**src/rtl/regbank_2w2r_if.sv**
```systemverilog
// Write, hold-set and read-port bundle for the two-write/two-read register bank.
// The master side is issue/writeback/operand-fetch logic; the slave side is the bank.
interface regbank_2w2r_if #(
  parameter int WIDTH = 32,
  parameter int NREGS = 16,
  parameter int AW    = $clog2(NREGS)
);
  logic             en;
  logic             wa_en;
  logic [AW-1:0]    wa_addr;
  logic [WIDTH-1:0] wa_data;
  logic             wb_en;
  logic [AW-1:0]    wb_addr;
  logic [WIDTH-1:0] wb_data;
  logic             hs_en;
  logic [AW-1:0]    hs_addr;
  logic [AW-1:0]    ra_addr;
  logic [WIDTH-1:0] ra_data;
  logic [AW-1:0]    rb_addr;
  logic [WIDTH-1:0] rb_data;
  logic [NREGS-1:0] hold_q;
  logic             conflict;
  logic [15:0]      conflict_cnt;

  modport master (
    output en, wa_en, wa_addr, wa_data, wb_en, wb_addr, wb_data,
           hs_en, hs_addr, ra_addr, rb_addr,
    input  ra_data, rb_data, hold_q, conflict, conflict_cnt
  );

  modport slave (
    input  en, wa_en, wa_addr, wa_data, wb_en, wb_addr, wb_data,
           hs_en, hs_addr, ra_addr, rb_addr,
    output ra_data, rb_data, hold_q, conflict, conflict_cnt
  );
endinterface

```
**src/rtl/regbank_2w2r.sv**
```systemverilog
// Two-write/two-read register bank with per-register pending (hold) bits,
// port-A-wins same-address arbitration, collision counter and optional bypass.
module regbank_2w2r #(
  parameter int WIDTH  = 32,
  parameter int NREGS  = 16,
  parameter int AW     = $clog2(NREGS),
  parameter bit BYPASS = 1'b1
) (
  input logic           clk,
  input logic           reset_n,
  regbank_2w2r_if.slave bus
);
  localparam logic [AW:0] NREGS_W = (AW + 1)'(NREGS);

  logic [WIDTH-1:0] regs_r    [NREGS];
  logic [WIDTH-1:0] regs_nx_s [NREGS];
  logic [NREGS-1:0] hold_r;
  logic [NREGS-1:0] hold_nx_s;
  logic             conflict_r;
  logic [15:0]      cnt_r;
  logic [15:0]      cnt_nx_s;
  logic             wa_ok_s;
  logic             wb_ok_s;
  logic             hs_ok_s;
  logic             coll_s;
  logic             wb_win_s;
  logic [WIDTH-1:0] sto_a_s;
  logic [WIDTH-1:0] sto_b_s;
  logic [WIDTH-1:0] ra_s;
  logic [WIDTH-1:0] rb_s;

  function automatic logic in_range(input logic [AW-1:0] a);
    return ({1'b0, a} < NREGS_W);
  endfunction

  // Qualify ports with the global enable and range; detect same-address collisions
  always_comb begin
    wa_ok_s  = bus.en && bus.wa_en && in_range(bus.wa_addr);
    wb_ok_s  = bus.en && bus.wb_en && in_range(bus.wb_addr);
    hs_ok_s  = bus.en && bus.hs_en && in_range(bus.hs_addr);
    coll_s   = wa_ok_s && wb_ok_s && (bus.wa_addr == bus.wb_addr);
    wb_win_s = wb_ok_s && !coll_s;
    cnt_nx_s = (coll_s && (cnt_r != 16'hFFFF)) ? (cnt_r + 16'd1) : cnt_r;
  end

  // Next register contents and hold bits; a losing port-B write still clears hold
  always_comb begin
    regs_nx_s = regs_r;
    hold_nx_s = hold_r;
    for (int i = 0; i < NREGS; i++) begin
      if (wa_ok_s && (bus.wa_addr == AW'(i))) begin
        regs_nx_s[i] = bus.wa_data;
      end else if (wb_win_s && (bus.wb_addr == AW'(i))) begin
        regs_nx_s[i] = bus.wb_data;
      end else begin
        regs_nx_s[i] = regs_r[i];
      end
      if (hs_ok_s && (bus.hs_addr == AW'(i))) begin
        hold_nx_s[i] = 1'b1;
      end else if ((wa_ok_s && (bus.wa_addr == AW'(i))) ||
                   (wb_ok_s && (bus.wb_addr == AW'(i)))) begin
        hold_nx_s[i] = 1'b0;
      end else begin
        hold_nx_s[i] = hold_r[i];
      end
    end
  end

  // Read muxes: out-of-range indices match no register and read as zero
  always_comb begin
    sto_a_s = '0;
    sto_b_s = '0;
    for (int i = 0; i < NREGS; i++) begin
      sto_a_s = (bus.ra_addr == AW'(i)) ? regs_r[i] : sto_a_s;
      sto_b_s = (bus.rb_addr == AW'(i)) ? regs_r[i] : sto_b_s;
    end
    if (BYPASS && wa_ok_s && (bus.wa_addr == bus.ra_addr)) begin
      ra_s = bus.wa_data;
    end else if (BYPASS && wb_ok_s && (bus.wb_addr == bus.ra_addr)) begin
      ra_s = bus.wb_data;
    end else begin
      ra_s = sto_a_s;
    end
    if (BYPASS && wa_ok_s && (bus.wa_addr == bus.rb_addr)) begin
      rb_s = bus.wa_data;
    end else if (BYPASS && wb_ok_s && (bus.wb_addr == bus.rb_addr)) begin
      rb_s = bus.wb_data;
    end else begin
      rb_s = sto_b_s;
    end
  end

  // State registers; coll_s is already gated by en, so conflict drops when disabled
  always_ff @(posedge clk or negedge reset_n) begin
    if (!reset_n) begin
      for (int i = 0; i < NREGS; i++) begin
        regs_r[i] <= '0;
      end
      hold_r     <= '0;
      conflict_r <= 1'b0;
      cnt_r      <= 16'h0000;
    end else begin
      regs_r     <= regs_nx_s;
      hold_r     <= hold_nx_s;
      conflict_r <= coll_s;
      cnt_r      <= cnt_nx_s;
    end
  end

  assign bus.ra_data      = ra_s;
  assign bus.rb_data      = rb_s;
  assign bus.hold_q       = hold_r;
  assign bus.conflict     = conflict_r;
  assign bus.conflict_cnt = cnt_r;
endmodule

```
**src/flat_wrapper.sv**
```systemverilog
// flat-port wrapper written by rule: the top's interface ports become plain ports
module regbank_2w2r_flat 
#(
  parameter int WIDTH  = 32,
  parameter int NREGS  = 16,
  parameter int AW     = $clog2(NREGS),
  parameter bit BYPASS = 1'b1
)
  (clk, reset_n, bus_en, bus_wa_en, bus_wa_addr, bus_wa_data, bus_wb_en, bus_wb_addr, bus_wb_data, bus_hs_en, bus_hs_addr, bus_ra_addr, bus_rb_addr, bus_ra_data, bus_rb_data, bus_hold_q, bus_conflict, bus_conflict_cnt);
  regbank_2w2r_if #(.WIDTH(WIDTH), .NREGS(NREGS), .AW(AW)) bus_i ();
  input logic clk;
  input logic reset_n;
  input wire logic [$bits(bus_i.en)-1:0] bus_en;
  input wire logic [$bits(bus_i.wa_en)-1:0] bus_wa_en;
  input wire logic [$bits(bus_i.wa_addr)-1:0] bus_wa_addr;
  input wire logic [$bits(bus_i.wa_data)-1:0] bus_wa_data;
  input wire logic [$bits(bus_i.wb_en)-1:0] bus_wb_en;
  input wire logic [$bits(bus_i.wb_addr)-1:0] bus_wb_addr;
  input wire logic [$bits(bus_i.wb_data)-1:0] bus_wb_data;
  input wire logic [$bits(bus_i.hs_en)-1:0] bus_hs_en;
  input wire logic [$bits(bus_i.hs_addr)-1:0] bus_hs_addr;
  input wire logic [$bits(bus_i.ra_addr)-1:0] bus_ra_addr;
  input wire logic [$bits(bus_i.rb_addr)-1:0] bus_rb_addr;
  output wire logic [$bits(bus_i.ra_data)-1:0] bus_ra_data;
  output wire logic [$bits(bus_i.rb_data)-1:0] bus_rb_data;
  output wire logic [$bits(bus_i.hold_q)-1:0] bus_hold_q;
  output wire logic [$bits(bus_i.conflict)-1:0] bus_conflict;
  output wire logic [$bits(bus_i.conflict_cnt)-1:0] bus_conflict_cnt;
  assign bus_i.en = bus_en;
  assign bus_i.wa_en = bus_wa_en;
  assign bus_i.wa_addr = bus_wa_addr;
  assign bus_i.wa_data = bus_wa_data;
  assign bus_i.wb_en = bus_wb_en;
  assign bus_i.wb_addr = bus_wb_addr;
  assign bus_i.wb_data = bus_wb_data;
  assign bus_i.hs_en = bus_hs_en;
  assign bus_i.hs_addr = bus_hs_addr;
  assign bus_i.ra_addr = bus_ra_addr;
  assign bus_i.rb_addr = bus_rb_addr;
  assign bus_ra_data = bus_i.ra_data;
  assign bus_rb_data = bus_i.rb_data;
  assign bus_hold_q = bus_i.hold_q;
  assign bus_conflict = bus_i.conflict;
  assign bus_conflict_cnt = bus_i.conflict_cnt;
  regbank_2w2r #(.WIDTH(WIDTH), .NREGS(NREGS), .AW(AW), .BYPASS(BYPASS)) u_core (.clk(clk), .reset_n(reset_n), .bus(bus_i));
endmodule
```
**config.mk**
```make
export PLATFORM = sky130hd
export DESIGN_NAME = regbank_2w2r_flat
export DESIGN_NICKNAME = d
export VERILOG_FILES = /design/src/rtl/regbank_2w2r_if.sv /design/src/rtl/regbank_2w2r.sv /design/src/flat_wrapper.sv
export SDC_FILE = /design/constraint.sdc
export NUM_CORES = 2
export LEC_CHECK = 0
export CORE_MARGIN = 2
export CORE_UTILIZATION = 30
export DETAILED_ROUTE_END_ITERATION = 7
export GPL_ROUTABILITY_DRIVEN = 1
export SYNTH_ARGS = -nofsm -noshare
export SYNTH_HDL_FRONTEND = slang
export SYNTH_SLANG_ARGS = --single-unit
```
**constraint.sdc**
```tcl
create_clock -name clk -period 1.8 [get_ports clk]
set_input_delay 0.18 -clock clk [delete_from_list [all_inputs] [get_ports clk]]
set_output_delay 0.18 -clock clk [all_outputs]
set_load 0.02 [all_outputs]
```
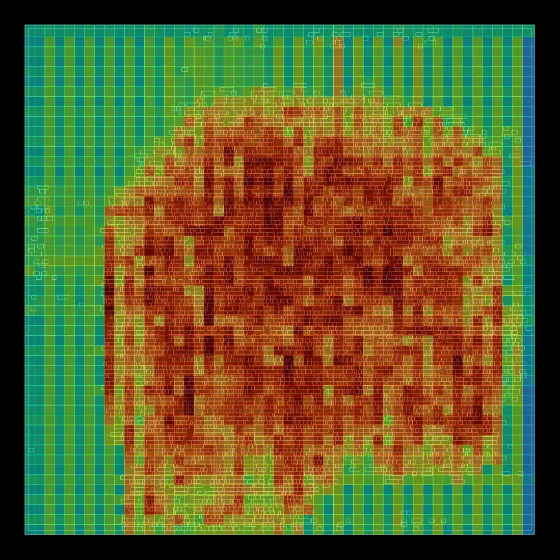
(routing congestion)
GR peak layer: met2
Finished Core Util: 43.83%
GR Util All Layers: 30.21%
met1 GRT Util: 38.04%
GR Util met2: 45.07%

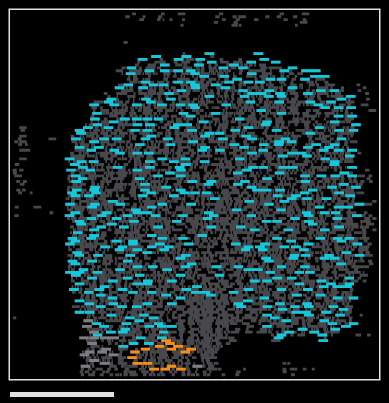
(sequential cells grouped by signal name)
The bar under the picture is 100 um long. Other sequential cells in the stronger gray, the rest of the logic in the fainter gray.
color	netlist name	flops
cyan	u_core.regs_r	512
orange	u_core.bus.conflict_cnt	16
not colored	17

==> results.sh <==
# flow metrics
export IMPL_status="finished with violations"
export IMPL_violations="negative setup slack"
export IMPL_layout_setup_ws_ns=-0.9954
export IMPL_crit_type="flip-flop to primary output"
export IMPL_final_nets=4971
export IMPL_avgSynthCellArea_um2=9.148
export IMPL_vdd_ir_drop_max_uv=655.6
export IMPL_cp_start_kind="flip-flop"
export IMPL_num_vias=39413
export IMPL_netlist_area_um2=36590
export IMPL_setup_violations_final=64
export IMPL_dp_hpwl_um=137200
export IMPL_cap_violations=0
export IMPL_die_x_um=353.3
export IMPL_finClkSkew_ns=0.002207
export IMPL_r2r_start="u_core.bus.conflict_cnt[7]$_DFFE_PN0P_"
export IMPL_antenna_found_initial=5
export IMPL_power_density_nw_per_um2=938.5
export IMPL_fin_total_pwr_mw=49.94
export IMPL_ys_area_um2=36590
export IMPL_ys_cells=4000
export IMPL_endpoint_kind="primary output"
export IMPL_top_area_share_pct=37.27
export IMPL_synth_edff_count=0
export IMPL_top_area_cell="dfrtp_1"
export IMPL_synth_cell_type_count=79
export IMPL_postLayoutCellArea_um2=53210
export IMPL_worstMarginPinSlew_ns=0.6459
export IMPL_min_path_type="primary input to asynchronous set/reset pin"
export IMPL_combPwrFrac_pct=37.1
export IMPL_cts_sinks=545
export IMPL_whs_ns=0.05624
export IMPL_insertion_delay_ns=0.63
export IMPL_design_core_area_um2=121400
export IMPL_path_clk_slew_ns=0.06
export IMPL_grt_pass1_wl_um=276500
export IMPL_ant_nets=0
export IMPL_worstRegToRegCells=7
export IMPL_placed_cell_area_um2=48690
export IMPL_drt_pass1_iter_count=7
export IMPL_seq_area_um2=13640
export IMPL_initial_utilization_pct=30.14
export IMPL_fillers=11650
export IMPL_yosysWarnings=0
export IMPL_compound_area_share_pct=19.40
## metal layers
layer  wire length, um  GRT usage, %
met5                42             0
met4             15600         20.75
met3             22950         8.072
met2             84000         45.07
met1             73050         38.04
## area by class of cell
class                      instances  area share (%)
antenna                            3         0.01411
clock inverter                    23          0.2986
tap                             1625           3.821
multi-input combinational       2961           42.41
timing repair buffer            1275           23.93
clock buffer                      98           3.675
inverter                          29          0.2210
sequential                       545           25.63
## logic make-up (layout without fill, tap and decap cells)
family / count (synthesis) / after routing
simple gates: 971 / 971
compound gates: 1179 / 1179
buf+inv: 494 / 1425
flops: 545 / 545
mux: 775 / 775
fa+ha+maj: 1 / 1
xor+xnor: 35 / 35
other cells: 0 / 3
## how the worst min path moves through the flow
stage / cells past startpoint / to
2_1_floorplan: 0 / u_core.bus.conflict$_DFF_PN0_
3_3_place_gp: 1 / u_core.regs_r[482]$_DFFE_PN0P_
3_5_place_dp: 1 / u_core.regs_r[450]$_DFFE_PN0P_
4_1_cts: 2 / u_core.regs_r[450]$_DFFE_PN0P_
5_1_grt: 2 / u_core.regs_r[450]$_DFFE_PN0P_
6_report: 2 / u_core.regs_r[298]$_DFFE_PN0P_
## critical path: stages, from the launching register on
cell and delay [ns]:
dfrtp_1 0.39, mux4_2 0.47, mux4_2 0.49, nor4b_4 0.15, a221o_1 0.33, buf_6 0.15
## synthesized netlist by cell type (all sizes together), types with 7 or more instances
master and n:
mux2i 627, dfrtp 545, nor2 408, o21ai 396, a21oi 389, nand2 385
buf 303, clkbuf 162, mux4 100, o221ai 51, mux2 48, o22ai 48
nand3 45, a221oi 33, a22oi 33, nor3 32, o211ai 32, a211oi 27
inv 27, xnor2 24, a31oi 22, nor2b 22, o22a 19, nand4 15
a21o 13, a22o 13, nand2b 13, o21a 13, or3 12, xor2 11
a32o 10, o31ai 9, o32ai 8, a2bb2oi 7, a32oi 7, and3 7
## power by group through the flow
stage,Combinational (mW),Sequential [mW],Clock [mW]
after detailed placement,16.9,17.8,0
after global placement,16.7,17.6,0
after floorplan,8.41,17.5,0
after CTS,17.8,17.6,13.7
after global routing,19.7,18.1,14.2
final,18.5,17.8,13.6
## placed cells by master (no fill, tap or decap), types with 38 or more instances in the layout
| master | count |
|---|---|
| o221ai_1 | 38 |
| nand2_1 | 371 |
| buf_4 | 832 |
| clkbuf_16 | 69 |
| o21ai_1 | 250 |
| mux2i_1 | 622 |
| buf_6 | 135 |
| mux2_2 | 39 |
| dfrtp_1 | 545 |
| mux4_2 | 100 |
| nor2_1 | 383 |
| buf_12 | 183 |
| a21oi_1 | 354 |
| clkdlybuf4s50_1 | 72 |
| o21ai_0 | 130 |
## flip-flops by register name, indices dropped and copies added (netlist names)
register,count
u_core.bus.hold_q,16
u_core.bus.conflict,1
u_core.bus.conflict_cnt,16
u_core.regs_r,512
## timing repair
action,4_1_cts,5_1_grt
cloned,1,0
pin swaps,151,98
hold buffers,1,0
resized,530,121
setup buffers,59,38
endpoints found under the setup margin,637,193
hold endpoints to repair,337,0
No activity file was given, so power comes from the tool's default toggle rates.
